Fig. 1: run 1, cells by drive strength
Scale bar: 50 um.
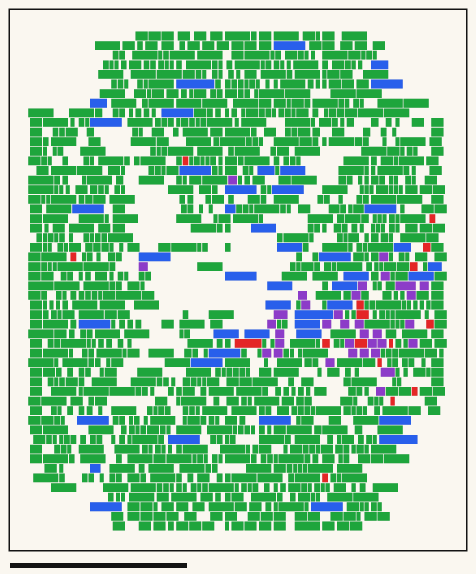
Fig. 2: run 1, cell classes on the final placement
Scale bar: 50 um.
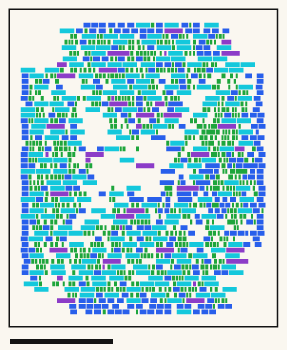
Fig. 3: run 1, gate families picked out
Scale bar: 50 um.
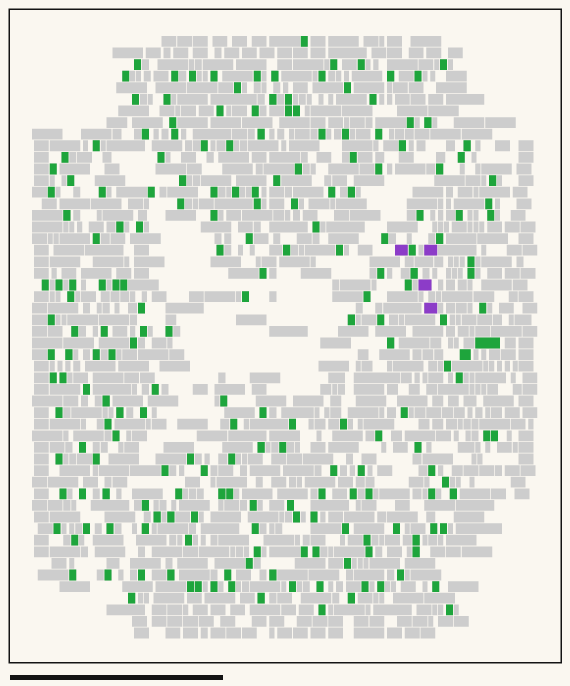
==> config.mk <==
export PLATFORM = sky130hd
export DESIGN_NAME = result_demux_6_flat
export DESIGN_NICKNAME = d
export VERILOG_FILES = /design/src/rtl/result_demux_6_pkg.sv /design/src/rtl/result_demux_6_if.sv /design/src/rtl/result_demux_6_dispatch_slot.sv /design/src/rtl/result_demux_6.sv /design/src/flat_wrapper.sv
export SDC_FILE = /design/constraint.sdc
export NUM_CORES = 1
export LEC_CHECK = 0
export ABC_AREA = 1
export CAP_MARGIN = 5
export CORE_ASPECT_RATIO = 1.2
export CORE_MARGIN = 5
export CORE_UTILIZATION = 46
export DETAILED_ROUTE_END_ITERATION = 10
export PLACE_DENSITY = 0.88
export SYNTH_ARGS = -nofsm -noshare
export SYNTH_HDL_FRONTEND = slang
export SYNTH_SLANG_ARGS = --single-unit
==> constraint.sdc <==
create_clock -name clk -period 2.4 [get_ports clk]
set_clock_uncertainty 0.15 [all_clocks]
set_input_delay 0.48 -clock clk [delete_from_list [all_inputs] [get_ports clk]]
set_output_delay 0.48 -clock clk [all_outputs]
set_load 0.01 [all_outputs]
==> impl_metrics.py, run 1 <==
# Auto-generated metrics
metrics = {
    "outcome": {
        "status": "finished, final reports clean",
    },
    "drt": {
        "via_per_inst": 5.65,
        "dr_wl_met2_um": 13500,
        "drt-met1-wl_um": 10300,
        "drtPass1Iterations": 7,
        "ant_nets": 0,
    },
    "critical_path": {
        "critPathLaunchType": "input port",
        "crit_path_max_fanout": 2,
        "reg2reg_depth": 11,
        "path_cells": "clkdlybuf4s50_1 -> nor2_4 -> nand3_1 -> nand3_1 -> nand2_1 -> nand2_1 -> nand2_2 -> clkbuf_2",
        "worstPathArrival_ns": 1.62,
        "path_class": "in2out",
    },
    "sta": {
        "fin_setup_tns_ns": 0,
        "fin_crit_sh_pct": 93.8,
        "fin_crit_ns": 2.25,
        "slew_headroom_pct": 41.5,
        "worst_slew_pin_slew_ns": 0.877,
        "fmax_mhz": 444,
    },
    "placed_design": {
        "placed_cell_area_um2": 10700,
        "dpl.cell_count": 1418,
        "io_buffers": 258,
        "dp_hpwl_um": 18600,
        "dp_slack_ns": -0.559,
    },
    "synthesis": {
        "synth_cell_types": 24,
        "yosysWarnings": 0,
        "synth_nets": 1040,
        "yosys_area_um2": 7830,
        "netlist_instances": 994,
        "top_cell_area_share_pct": 53.0,
        "aoi_share_pct": 13.5,
        "ys.flops": 207,
        "most_common_cell": "nand2_1",
        "top_cells_by_count": "250 x nand2_1, 207 x dfxtp_1, 203 x a21oi_1",
        "synth_area_um2": 7830,
        "adder_share_pct": 0.160,
        "edf_count": 0,
        "top_cells_by_area": "dfxtp_1 53%, a21oi_1 13%, nand2_1 12%",
        "logic_family": "simple AND/OR/NAND/NOR gates",
        "synth_xor_xnor_area_share_pct": 0.448,
    },
    "final_layout": {
        "comb_cells": 667,
        "mostFrequentLayoutCells": "253 x clkdlybuf4s50_1, 250 x nand2_1, 206 x dfxtp_1",
        "fill_cells": 1300,
        "largest_reg_flops": 192,
        "num-nonclk-inverters": 27,
        "clkbuf_count": 28,
        "drive_gt1_share_pct": 7.59,
        "seq_cells": 207,
        "layout.area.comb_um2": 3120,
    },
    "clocking": {
        "cts_tree": "built",
        "ctsHoldBuffers": 0,
        "cts_buffers": 21,
        "postCtsSetupRepairBufs": 0,
        "clk_path_buf_depth": 3,
        "clk_latency_ns": 0.51,
        "path_clk_slew_ns": 0.06,
        "cts_resized": 6,
        "clock-root-buffer": "clkbuf_16",
        "htreeDepth": 1,
    },
    "die": {
        "ios": 259,
        "die_x_um": 129,
        "die_height_um": 153,
        "tapCellCount": 216,
    },
    "grt": {
        "grt_pass1_wl_um": 42100,
        "grt-busiest-layer": "met2",
        "use_met3_pct": 5.51,
        "gr-total-overflow": 0,
        "antenna_found_initial": 0,
        "met2_usage_pct": 42.5,
        "grtUsageTotal_pct": 26.4,
        "use_met1_pct": 33.5,
    },
    "power": {
        "ir_worst_vdd_mv": 0.504,
        "p_sw_uw": 1860,
        "swShare_pct": 24.1,
        "power_uw": 7740,
        "seqPwrFrac_pct": 45.8,
        "seq_cell_power_uw": 3540,
        "top_power_group": "sequential cells",
        "p_leak_uw": 0.00387,
        "pwr-share-comb_pct": 9.7,
        "p_comb_uw": 750,
    },
    "job": {
        "maxCapViolations": 0,
    },
}
Notes on Fig. 1 above:
| size | color | cells |
|---|---|---|
| _6 and larger | blue | 44 |
| _2 cells | red | 16 |
| _0 and _1 cells | green | 1145 |
| _3 and _4 cells | purple | 34 |
Area Growth Syn to Fin: 45.9%
setup slack after layout: 0.150 ns

Notes on Fig. 2 above:
| class | color | cells | share of their area |
|---|---|---|---|
| clock drivers and dummy loads | purple | 37 | 6.5% |
| combinational and other logic | green | 694 | 29% |
| sequential cells | cyan | 207 | 37% |
| remaining buffers and delay cells | blue | 301 | 27% |
Final Util: 68.0%
Rows: 52
final instance area: 11400 um2
Core ar.: 16800 um2
Seq/total area: 36.3%

Notes on Fig. 3 above:
| family | color | cells | where |
|---|---|---|---|
| xor and xnor cells | purple | 4 | right middle |
| aoi and oai cells | green | 207 | widely spread |
Finished Layout Cells: 1455
most numerous logic cell after layout: clkdlybuf4s50_1
logic share of the area: 27.3%

==> run 2, diff against run 1 <==
--- a/config.mk
+++ b/config.mk
@@ -6,7 +6,7 @@
 export NUM_CORES = 1
 export LEC_CHECK = 0
 export ABC_AREA = 1
-export CAP_MARGIN = 5
+export CAP_MARGIN = 10
 export CORE_ASPECT_RATIO = 1.2
 export CORE_MARGIN = 5
 export CORE_UTILIZATION = 46
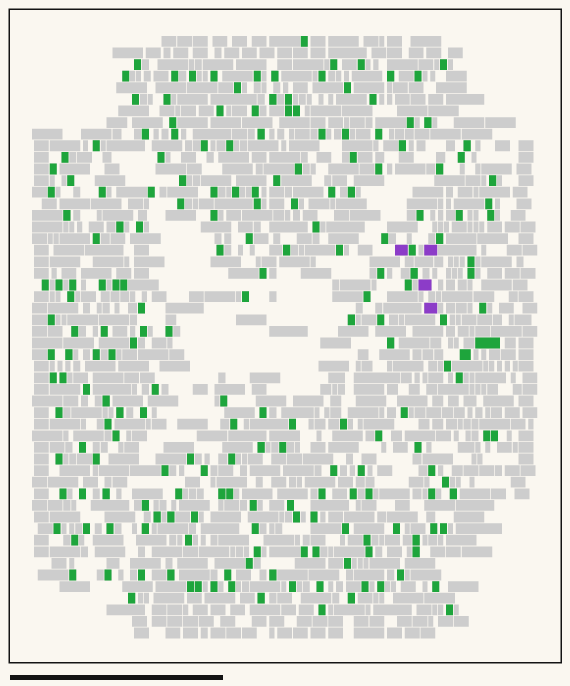
Fig. 4. Gate families picked out (run 2).
Scale bar: 50 um.
| family | color | cells | where |
|---|---|---|---|
| xor and xnor cells | purple | 4 | right middle |
| aoi and oai cells | green | 207 | widely spread |

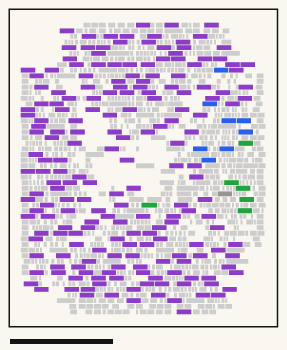
Fig. 5. Sequential cells grouped by signal name (run 2).
Scale bar: 50 um. Other sequential cells in the stronger gray, the rest of the logic in the fainter gray.
| name in the netlist | color | flops |
|---|---|---|
| u_core.bus.drop_count | blue | 8 |
| u_core.g_slot.u_slot.data | purple | 192 |
| u_core.g_slot.u_slot.state | green | 6 |
not colored: 1
register area: 4150 um2
seq pwr: 3540 uW

==> run 2 against run 1 <==
Effect of this change: critical path depth stayed put; sequential cell count stayed put; sequential power hardly changed; die area stayed put; combinational power hardly changed; clock power hardly changed; fmax stayed put; clock-buffer cell count stayed put; worst setup slack stayed put; highest routed layer unchanged.
==> impl_metrics.py, run 2 <==
# Auto-generated metrics
metrics = {
    "die": {
        "core_um2": 16800,
        "tapCellCount": 216,
        "rows": 52,
        "die_x_um": 129,
    },
    "sta": {
        "fmax_mhz": 444,
        "fin_ws_ns": 0.150,
        "fin_crit_sh_pct": 93.8,
    },
    "drt": {
        "drtPass1Iterations": 7,
        "dr_wl_met2_um": 13500,
        "via_per_inst": 5.65,
        "ant_nets": 0,
        "drt-met1-wl_um": 10300,
    },
    "synthesis": {
        "netlist_instances": 994,
        "synth_cell_types": 24,
        "ys.flops": 207,
        "edf_count": 0,
        "top_cell_area_share_pct": 53.0,
        "top_cells_by_area": "dfxtp_1 53%, a21oi_1 13%, nand2_1 12%",
        "top_cells_by_count": "250 x nand2_1, 207 x dfxtp_1, 203 x a21oi_1",
        "synth_xor_xnor_area_share_pct": 0.448,
        "logic_family": "simple AND/OR/NAND/NOR gates",
        "most_common_cell": "nand2_1",
        "aoi_share_pct": 13.5,
        "synth_nets": 1040,
        "yosysWarnings": 0,
    },
    "critical_path": {
        "crit_path_max_fanout": 2,
        "critPathLaunchType": "input port",
        "reg2reg_depth": 11,
        "path_class": "in2out",
    },
    "final_layout": {
        "fin_area_um2": 11400,
        "mostFrequentLayoutCells": "253 x clkdlybuf4s50_1, 250 x nand2_1, 206 x dfxtp_1",
        "sh_seq_area_pct": 36.3,
        "utilization_pct": 68.0,
        "seq_cells": 207,
        "clkbuf_count": 28,
    },
    "grt": {
        "use_met1_pct": 33.5,
        "antenna_found_initial": 0,
        "use_met3_pct": 5.51,
        "grt-busiest-layer": "met2",
        "gr-total-overflow": 0,
        "grtUsageTotal_pct": 26.4,
        "grt_pass1_wl_um": 42100,
    },
    "clocking": {
        "path_clk_slew_ns": 0.06,
        "clk_path_buf_depth": 3,
        "postCtsSetupRepairBufs": 0,
        "clock-root-buffer": "clkbuf_16",
        "ctsHoldBuffers": 0,
        "cts_resized": 6,
    },
    "outcome": {
        "status": "finished, final reports clean",
    },
    "power": {
        "swShare_pct": 24.1,
        "seqPwrFrac_pct": 45.8,
        "ir_worst_vdd_mv": 0.504,
        "p_leak_uw": 0.00387,
        "power_uw": 7740,
        "top_power_group": "sequential cells",
    },
    "placed_design": {
        "dp_hpwl_um": 18600,
        "placed_cell_area_um2": 10700,
        "dpl.cell_count": 1418,
        "dp_slack_ns": -0.559,
    },
}
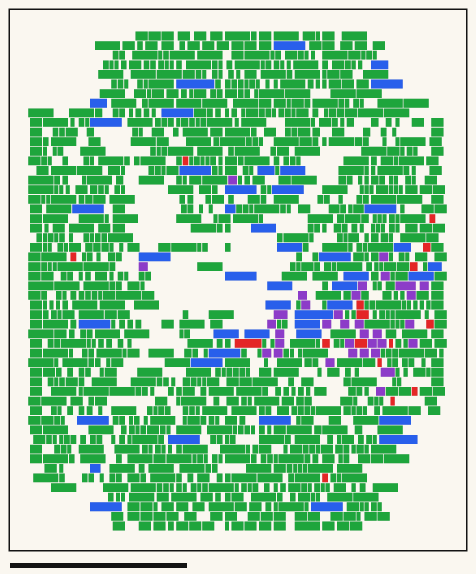
Fig. 6. Cells by drive strength (run 2).
Scale bar: 50 um.
| size | color | cells |
|---|---|---|
| _3 and _4 cells | purple | 34 |
| _2 cells | red | 16 |
| _6 and larger | blue | 44 |
| _0 and _1 cells | green | 1145 |
Non-clock buffers: 301

Power is estimated from default activity; no workload was simulated.
